### Met1 routing, run 1

Supply wires on this layer in grey.
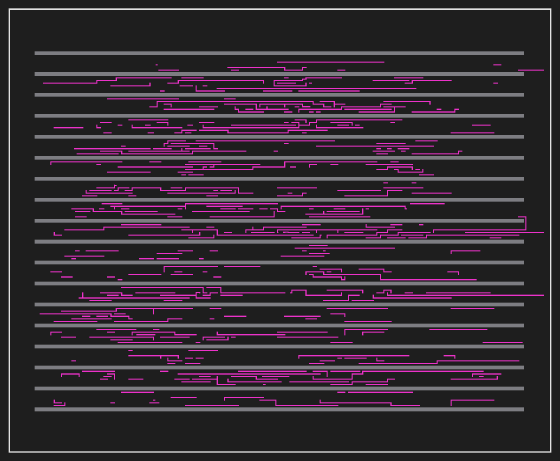
### PDN straps and rails, run 1

Pins as bars on the die edge.
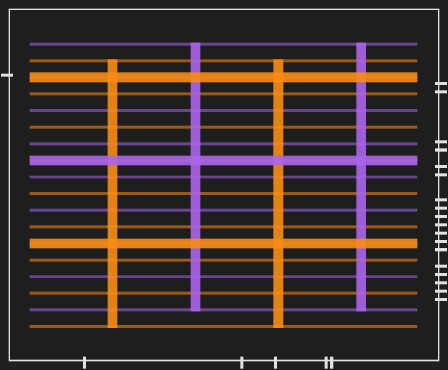
### Gate families picked out, run 1

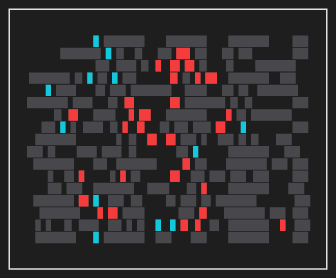
Design tx_symbol_scheduler_flat, sky130hd; sources not shown.
==> results.txt, run 1 <==
Implementation status.

- The flow ran to the end, and the final reports show no timing, DRC or antenna violations.
- The flop share of the area is 0.406.
- The internal power is 0.440 mW.
- The clock passes through at most 2 buffers.
- Setup total negative slack on the finished layout was measured at 0 ps.
- The main flop type after synthesis is dfrtp_1.
- The number of buffers and inverters on the critical path is 2.
- Looking at the clock tree report, the H-tree level count equals 1.
- Once placement finished, the instance area stood at 0.00167 mm^2.
- The leakage power is 0.776 nW.
- Grouping non-sequential cells by family puts the most area in simple AND/OR/NAND/NOR gates.
- The number of flip-flops and latches is 28.
- The fraction of power spent switching nets is 0.313.
- Post-CTS timing repair inserted 0 buffers for setup.
- The detailed-route wire length on metal 1 is 1.63 mm.
- met1 track demand over resource after global routing is 0.247.
- The net switching power figure is 0.200 mW.
- In this run the most used layer during global routing was met2.
- In this run, the synthesized area fraction spent on xor and xnor cells is recorded as 0.0248.
- Per STA, the library cell used most along the worst path is clkdlybuf4s50_1.
- The power in the clock group is 0.129 mW.
- The fraction of final layout cells sized beyond drive strength 1 is 0.0364.
- The worst min-delay path category is flip-flop to flip-flop.
- The top contributor to total power is sequential cells.
- The total sequential power is 0.303 mW.
- Endpoints with negative setup slack in the final report add up to 0.
- The critical path in this run is classified as input port to output port.
- The routed design shows a via density per instance of 5.54.
- The final clock period utilization by the worst path is 0.851.
-- 'Met1 routing' (at the start) --
nets with wire on the layer: 153
wire length on this layer: 1,630 um
share of all routed wire: 50%
longest straight run: 25.8 um
main direction: horizontal
number of vias after detailed routing: 1,125
Total Routed Length: 3.30 mm

-- 'PDN straps and rails' (at the start) --
| colour | net |
|---|---|
| orange | VSS |
| purple | VDD |
rows: 17
met4 straps: 4
peak ir drop on the vdd network: 0.247 mV
chip width: 70.1 um

-- 'Gate families picked out' (at the start) --
| colour | family | cells |
|---|---|---|
| red | nand cells | 30 |
| cyan | inv cells | 12 |
post-route insts no fill: 203
most instantiated logic cell after routing: dfrtp_1
multi-input gate share of the layout cell area: 0.374

run 1: metrics by stage:
stage	hold slack (ps)	setup slack, ps	util	total power [mW]
4_1_cts	518	785	0.587	0.649
2_1_floorplan	464	2040	-	0.428
3_5_place_dp	503	805	0.569	0.514
3_3_place_gp	484	919	0.569	0.500
6_report	516	798	0.587	0.640
5_1_grt	583	682	0.587	0.692
run 1: cells in the final DEF, fill, tap and decap left out, drive strengths merged, types with 5 or more instances in the layout:
| master | n |
|---|---|
| dfrtp | 28 |
| clkdlybuf4s50 | 23 |
| inv | 12 |
| nand2 | 11 |
| nor2 | 8 |
| o21ai | 8 |
| a21oi | 7 |
| ha | 7 |
| nand2b | 6 |
| nand3 | 5 |
| nand4 | 5 |
### Sequential cells coloured by netlist name, run 1

Other sequential cells in the stronger grey, the rest of the logic in the fainter grey.
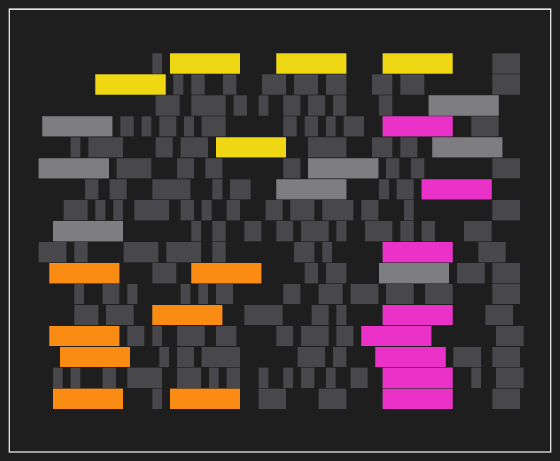

==> run 2: changes to the inputs <==
==> constraint.sdc (replaced) <==
create_clock -name clk -period 5.7 [get_ports clk]
set_clock_uncertainty 0.05 [all_clocks]
set_input_delay 1.425 -clock clk [delete_from_list [all_inputs] [get_ports clk]]
set_output_delay 1.425 -clock clk [all_outputs]
set_load 0.005 [all_outputs]
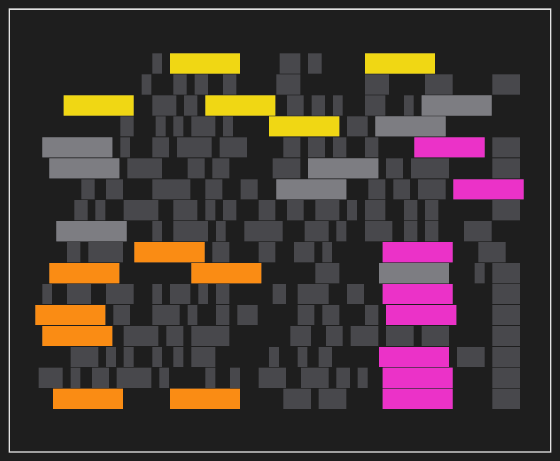
*Sequential cells coloured by netlist name, run 2*
Other sequential cells in the stronger grey, the rest of the logic in the fainter grey.
| colour | signal | sequential cells |
|---|---|---|
| magenta | u_core/bus.out_8b | 8 |
| yellow | u_core/ts_cnt_reg | 5 |
| orange | u_core/u_skp_timer/count_reg | 7 |
not coloured: 8
sequential standard cell area: 701 um^2
post-layout utilization of the core: 0.587
flip-flop and latch power: 0.286 mW
flop share of the area: 0.406

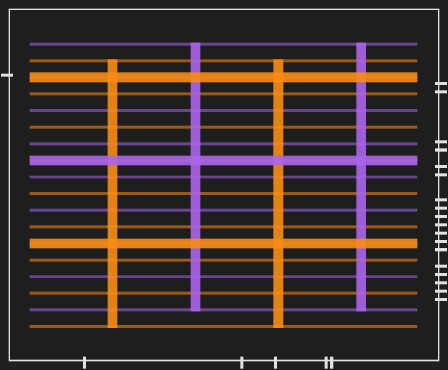
*PDN straps and rails, run 2*
Pins as bars on the die edge.
| colour | net |
|---|---|
| purple | VDD |
| orange | VSS |
met1 rails: 18
met4 straps: 4
rows: 17
signal pins: 24
met5 straps: 3
Die Height: 57.3 um
peak ir drop on the vdd network: 0.247 mV
core region area: 0.00294 mm^2

==> run 2 against run 1 <==
Against the previous run: register-to-register slack gained 380 ps; via count shrank 0.53%; synthesized cell count is the same; critical path depth is the same; clock power shrank 6%; combinational power shrank 4%; utilization is the same; largest power group unchanged.
==> results.txt, run 2 <==
Implementation status.

- Result of the run: finished, final reports clean (unchanged).
- The global-route track usage on met1 is 0.247 (about the same).
- The number of setup violations in the final report is 0 (unchanged).
- The global-route layer with the greatest usage was met2 (unchanged).
- The fraction of power spent switching nets is 0.319 (was 0.313).
- The main flop type after synthesis is dfrtp_1 (unchanged).
- The element type at the critical path start is an input port (unchanged).
- The met3 layer wire length in the routed design is 149 um (was 148 um).
- The fraction of final layout cells sized beyond drive strength 1 is 0.0364 (unchanged).
- The width of the chip is 70.1 um (unchanged).
- Dividing the final minimum period by the clock period gives 0.826.
- The worst min-delay path category is flip-flop to flip-flop (unchanged).
- The worst-case setup slack after placement is 987 ps (was 805 ps).
- The detailed-route wire length on metal 1 is 1.68 mm (was 1.63 mm).
- The dominant cell type by count on the critical path is clkdlybuf4s50_1 (unchanged).
- The mean number of vias per cell was 5.51 (was 5.54).
- The combinational fraction of the cell area is 0.374 (unchanged).
- The post-CTS setup repair buffer count came to 0 (unchanged).
- The most frequent logic cell in the layout is dfrtp_1 (unchanged).
- The worst-case hold slack is 512 ps (was 516 ps).
- The total vias in the final route is 1,119 (was 1,125).
- The final cell count without fillers is 203 (unchanged).
- The overall power consumption is 0.607 mW (was 0.640 mW).
- The final setup slack of the worst path was 991 ps (was 798 ps).
- The number of flip-flops and latches is 28 (unchanged).
- The buffer-and-inverter tally for the worst setup path is 2 (unchanged).
- The accumulated negative setup slack is 0 ps (unchanged).
- The number of H-tree branching levels was 1 (unchanged).
- The leakage power is 0.776 nW (unchanged).
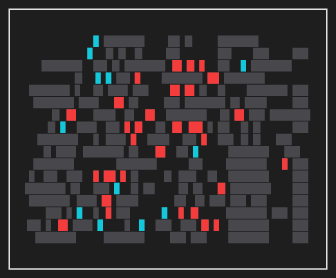
*Gate families picked out, run 2*
| colour | family | cells |
|---|---|---|
| cyan | inv cells | 12 |
| red | nand cells | 30 |

-- run 2: power by group through the flow --
| stage | logic [mW] | clock network [mW] | registers, mW |
|---|---|---|---|
| finish | 0.199 | 0.121 | 0.286 |
| global route | 0.226 | 0.137 | 0.292 |
| CTS | 0.200 | 0.124 | 0.285 |
| detailed placement | 0.195 | 0 | 0.288 |
| global placement | 0.186 | 0 | 0.283 |
| floorplan | 0.128 | 0 | 0.273 |
-- run 2: cells by family (layout without fill, tap and decap cells) --
group,Yosys count,after routing,share of synthesized area
XOR/XNOR,4,4,0.0248
adder cells (fa/ha/maj),7,7,0.0620
AND-OR/OR-AND,32,32,0.151
AND/OR/NAND/NOR,53,53,0.205
buffers and inverters,16,39,0.0469
flip-flops,28,28,0.496
multiplexers,2,2,0.0142
No activity file was given, so power comes from the tool's default toggle rates.
